<file path="src/rtl/bht_predictor.sv">
// Direct-mapped branch history table: combinational fetch-stage lookup,
// registered EX-stage training, and a saturating mispredict counter.
module bht_predictor #(
  parameter int unsigned ENTRIES = 16,
  parameter int unsigned CTR_W   = 2,
  parameter int unsigned TAG_W   = 8,
  parameter int unsigned CNT_W   = 16
) (
  input  logic             clk,
  input  logic             rst_n,
  input  logic [31:0]      pc_if,
  output logic             pred_hit_if,
  output logic             pred_taken_if,
  output logic [31:0]      pred_next_pc_if,
  input  logic             upd_valid_ex,
  input  logic [31:0]      upd_pc_ex,
  input  logic             upd_taken_ex,
  input  logic [31:0]      upd_target_ex,
  input  logic             upd_miss_ex,
  input  logic             flush_all,
  output logic [CNT_W-1:0] mispred_cnt
);

  localparam int unsigned IDX_W = $clog2(ENTRIES);
  localparam logic [CTR_W-1:0] CTR_MAX = '1;
  localparam logic [CTR_W-1:0] CTR_WT  = {1'b1, {(CTR_W-1){1'b0}}};
  localparam logic [CTR_W-1:0] CTR_WNT = {1'b0, {(CTR_W-1){1'b1}}};
  localparam logic [CNT_W-1:0] CNT_MAX = '1;

  logic             valid_q [ENTRIES];
  logic [TAG_W-1:0] tag_q   [ENTRIES];
  logic [CTR_W-1:0] ctr_q   [ENTRIES];
  logic [31:0]      tgt_q   [ENTRIES];
  logic [CNT_W-1:0] cnt_q, cnt_d;

  logic [IDX_W-1:0] lk_idx, up_idx;
  logic [TAG_W-1:0] lk_tag, up_tag;
  logic             up_hit, up_we;
  logic [CTR_W-1:0] up_ctr, up_ctr_nxt;
  logic             unused_pc;

  assign lk_idx    = pc_if[IDX_W+1:2];
  assign lk_tag    = pc_if[IDX_W+TAG_W+1:IDX_W+2];
  assign up_idx    = upd_pc_ex[IDX_W+1:2];
  assign up_tag    = upd_pc_ex[IDX_W+TAG_W+1:IDX_W+2];
  assign unused_pc = ^{pc_if, upd_pc_ex};

  // Fetch lookup sees only the current (pre-update) table contents.
  assign pred_hit_if     = valid_q[lk_idx] && (tag_q[lk_idx] == lk_tag);
  assign pred_taken_if   = pred_hit_if && ctr_q[lk_idx][CTR_W-1];
  assign pred_next_pc_if = pred_taken_if ? tgt_q[lk_idx] : (pc_if + 32'd4);
  assign mispred_cnt     = cnt_q;

  // Training: saturate on a hit, allocate weak-taken on a taken miss.
  always_comb begin
    up_ctr     = ctr_q[up_idx];
    up_hit     = valid_q[up_idx] && (tag_q[up_idx] == up_tag);
    up_we      = upd_valid_ex && (up_hit || upd_taken_ex);
    up_ctr_nxt = CTR_WT;
    if (up_hit) begin
      if (upd_taken_ex) begin
        up_ctr_nxt = (up_ctr == CTR_MAX) ? up_ctr : up_ctr + CTR_W'(1);
      end else begin
        up_ctr_nxt = (up_ctr == '0) ? up_ctr : up_ctr - CTR_W'(1);
      end
    end
  end

  always_comb begin
    cnt_d = cnt_q;
    if (upd_valid_ex && upd_miss_ex && (cnt_q != CNT_MAX)) begin
      cnt_d = cnt_q + CNT_W'(1);
    end
  end

  // Flush clears only valid bits and takes priority over a same-cycle write.
  always_ff @(posedge clk or negedge rst_n) begin
    if (!rst_n) begin
      for (int i = 0; i < int'(ENTRIES); i++) begin
        valid_q[i] <= 1'b0;
        tag_q[i]   <= '0;
        ctr_q[i]   <= CTR_WNT;
        tgt_q[i]   <= '0;
      end
      cnt_q <= '0;
    end else begin
      cnt_q <= cnt_d;
      if (flush_all) begin
        for (int i = 0; i < int'(ENTRIES); i++) begin
          valid_q[i] <= 1'b0;
        end
      end else if (up_we) begin
        valid_q[up_idx] <= 1'b1;
        tag_q[up_idx]   <= up_tag;
        ctr_q[up_idx]   <= up_ctr_nxt;
        if (upd_taken_ex) begin
          tgt_q[up_idx] <= upd_target_ex;
        end
      end
    end
  end

endmodule

</file>
<file path="config.mk">
export PLATFORM = sky130hd
export DESIGN_NAME = bht_predictor
export DESIGN_NICKNAME = d
export VERILOG_FILES = /design/src/rtl/bht_predictor.sv
export SDC_FILE = /design/constraint.sdc
export NUM_CORES = 1
export LEC_CHECK = 0
export ABC_AREA = 0
export CORE_MARGIN = 2
export CORE_UTILIZATION = 30
export CTS_BUF_LIST = sky130_fd_sc_hd__clkbuf_8
export CTS_CLUSTER_SIZE = 10
export DETAILED_ROUTE_END_ITERATION = 16
export GPL_TIMING_DRIVEN = 0
export SLEW_MARGIN = 20
export SYNTH_ARGS = -nofsm -noshare
export SYNTH_HDL_FRONTEND = slang
export SYNTH_SLANG_ARGS = --single-unit
</file>
<file path="constraint.sdc">
create_clock -name clk -period 13 [get_ports clk]
set_input_delay 3.25 -clock clk [delete_from_list [all_inputs] [get_ports clk]]
set_output_delay 3.25 -clock clk [all_outputs]
set_load 0.02 [all_outputs]
</file>
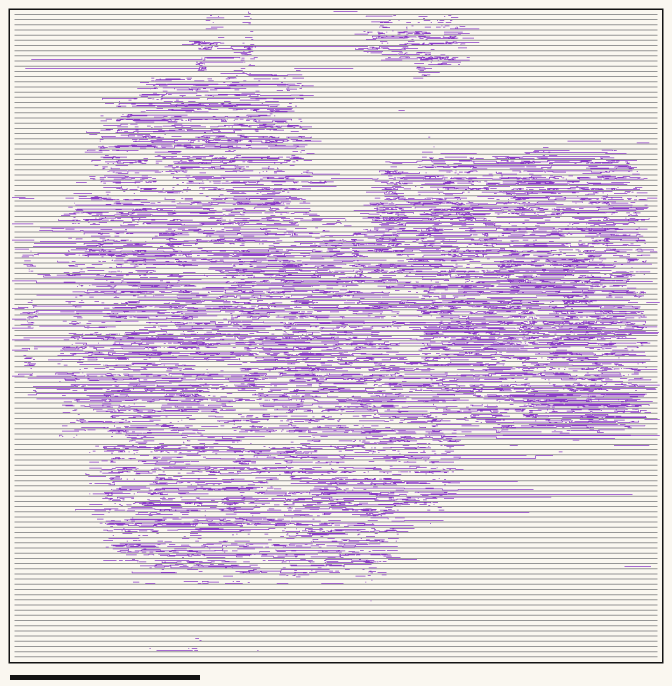
met1.png
The bar under the picture is 100 µm long. Supply wires on this layer in gray.
The layer carries 45.2 mm of wire. 2388 nets have wire on it. The layer holds 45% of the routed length.

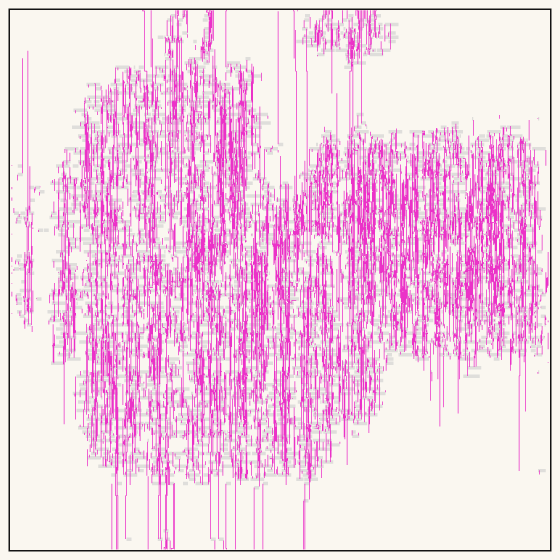
met2.png
Cells faint in the background.
2391 nets have wire on it. The wires run mostly vertical. The layer holds 46% of the routed length. The longest straight run is 124 µm.

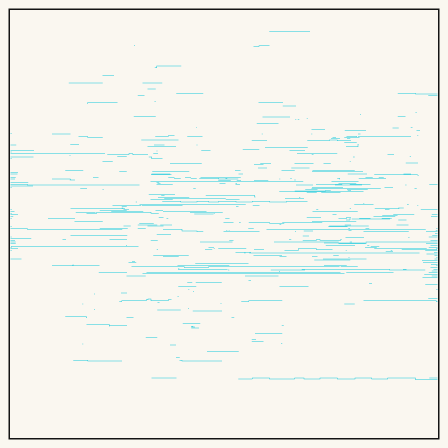
met3.png
236 nets have wire on it. The layer carries 6360 µm of wire.

==> impl_metrics.py <==
# Metrics from the implementation run
metrics = {
    "power_and_ir_drop": {
        "seq_cell_power_mw": 2.63,
        "clk-power_mw": 2.11,
        "power.share.clock_pct": 37.7,
        "p_comb_share_pct": 15.2,
        "p_switching_mw": 1.48,
        "peakVddDrop_mv": 0.0753,
        "cellLeakagePower_nw": 18.1,
    },
    "route": {
        "drt_iter0_drc": 1446,
        "via_count": 20900,
        "wirelength_mm": 101,
        "vias_per_cell": 5.13,
    },
    "floorplanning": {
        "dieHeight_um": 342,
        "floorplan.core_util_pct": 30.2,
        "rows": 124,
        "die_area_um2": 117000,
    },
    "cts": {
        "cts_setup_buffers": 0,
        "cts_root_buf": "clkbuf_8",
        "htreeDepth": 3,
        "post_cts_resized": 0,
        "cts.clk_slew.worst_paths_ps": 60,
        "clock_latency_ps": 770,
        "cts_num_sinks": 704,
        "hold_buffers": 0,
        "clock_path_buffers": 3,
    },
    "synth": {
        "yosysUniqueCellTypes": 62,
        "yosys-stat-cells": 2215,
        "ys_sh_adder_pct": 0.102,
        "synth_flops": 704,
        "most_common_cell": "dfrtp_1",
        "top_area_share_pct": 50.1,
        "top_logic_kind": "multiplexers",
        "edf_count": 0,
        "simple_gate_area_share_pct": 3.34,
        "synth.mux.area_fraction_pct": 38.5,
        "flop_cell": "dfrtp_1",
    },
    "finish": {
        "area_growth_pct": 17.2,
        "drive_above_1_share_pct": 44.7,
    },
    "sta": {
        "finalSetupTns_ps": 0,
        "max_freq_mhz": 80.9,
        "slew_headroom_pct": 24.0,
        "slew_violations": 0,
        "hold_viol_final": 0,
        "rsz0062_at_grt": "false",
        "setup_violations": 0,
    },
    "worst_setup_path": {
        "worstSetupStartpoint": "pc_if[3]",
        "r2r_cells": 9,
        "cpPeakStageDelay_ps": 860,
        "cp_top_family": "buffers and inverters",
        "cpMaxStageDelayCell": "clkbuf_1",
        "crit_path_cell_trace": "clkdlybuf4s50_1 > buf_4 > buf_2 > buf_2 > buf_1 > clkbuf_1 > clkbuf_1 > mux4_2 > mux4_2 > nor4_1 > a21oi_1 > clkdlybuf4s50_1",
    },
    "outcome": {
        "status": "finished, final reports clean",
    },
    "global_route": {
        "grt_max_degree": 97,
        "grt-ovfl-total": 0,
        "track_usage_pct": 17.2,
        "grt_pass1_wl_mm": 149,
    },
    "min_path": {
        "hold_path_class": "register to register",
    },
    "placement": {
        "dp_slack_ps": 684,
        "dp_hpwl_mm": 67.6,
    },
}
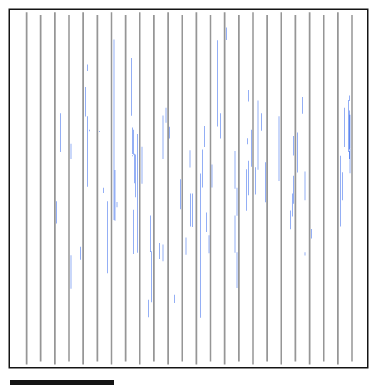
met4.png
The bar under the picture is 100 µm long. Supply wires on this layer in gray.
The layer holds 2.5% of the routed length. 43 nets have wire on it. The longest straight run is 173 µm. The wires run mostly vertical. The layer carries 2510 µm of wire.

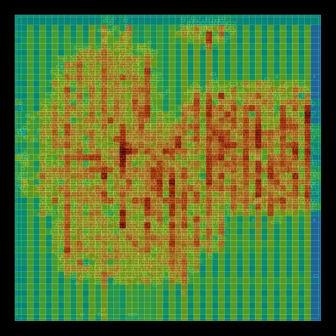
final_congestion.png
Util after Layout: 35.3%
met2 Resource Use GR: 26.8%
drt wl/cell: 24.7 µm

-- final timing paths --
kind | to | slack (ps)
min in group asynchronous | tag_q[55]$_DFFE_PN0P_ | 2410
worst min register to register | mispred_cnt[9]$_DFFE_PN0P_ | 490
worst min-delay path | mispred_cnt[9]$_DFFE_PN0P_ | 490
worst max-delay path | pred_next_pc_if[2] | 640
max in group asynchronous | tgt_q[158]$_DFFE_PN0P_ | 8320
worst max register to register | tag_q[62]$_DFFE_PN0P_ | 9560
-- metrics by stage --
step | instance area (µm²) | power, mW | cells
2_1_floorplan | 34300 | 3.21 | 2215
3_3_place_gp | 37400 | 3.51 | 3841
3_5_place_dp | 37600 | 3.53 | 3851
4_1_cts | 40200 | 5.66 | 4069
5_1_grt | 40200 | 5.85 | 4071
6_report | 40200 | 5.60 | 4073
-- routing by layer --
metal	vias to the layer above	track usage, %	part of all wire, %
met5	-	0	0.055
met4	10	4.92	2.5
met3	183	4.16	6.3
met2	628	26.8	46
met1	11200	24.0	45
li1	8873	-	-
-- cell usage in the layout (no fill, tap or decap), types with 37 or more instances in the layout --
cell	count
clkbuf_8	160
o21ai_0	41
clkdlybuf4s50_1	113
buf_2	37
nand2_1	43
mux2_1	48
mux2_2	632
mux4_2	233
dfrtp_1	688
xnor2_1	49
inv_1	46
clkbuf_1	122
-- registers in the layout, summed over array words and instances, names as in the netlist --
register     flops
ctr_q           32
valid_q         16
tgt_q          512
tag_q          128
mispred_cnt     16
-- area by class of cell --
type	instances	area [µm²]
Clock inverter	58	369
Sequential cell	704	17600
Inverter	4	15.0
Tap cell	1512	1890
Clock buffer	160	2200
Antenna cell	4	10.0
Timing Repair Buffer	124	1410
Multi-Input combinational cell	1322	15900
Fill cell	11000	73600
Buffer	185	817
Power and IR drop assume default switching activity.
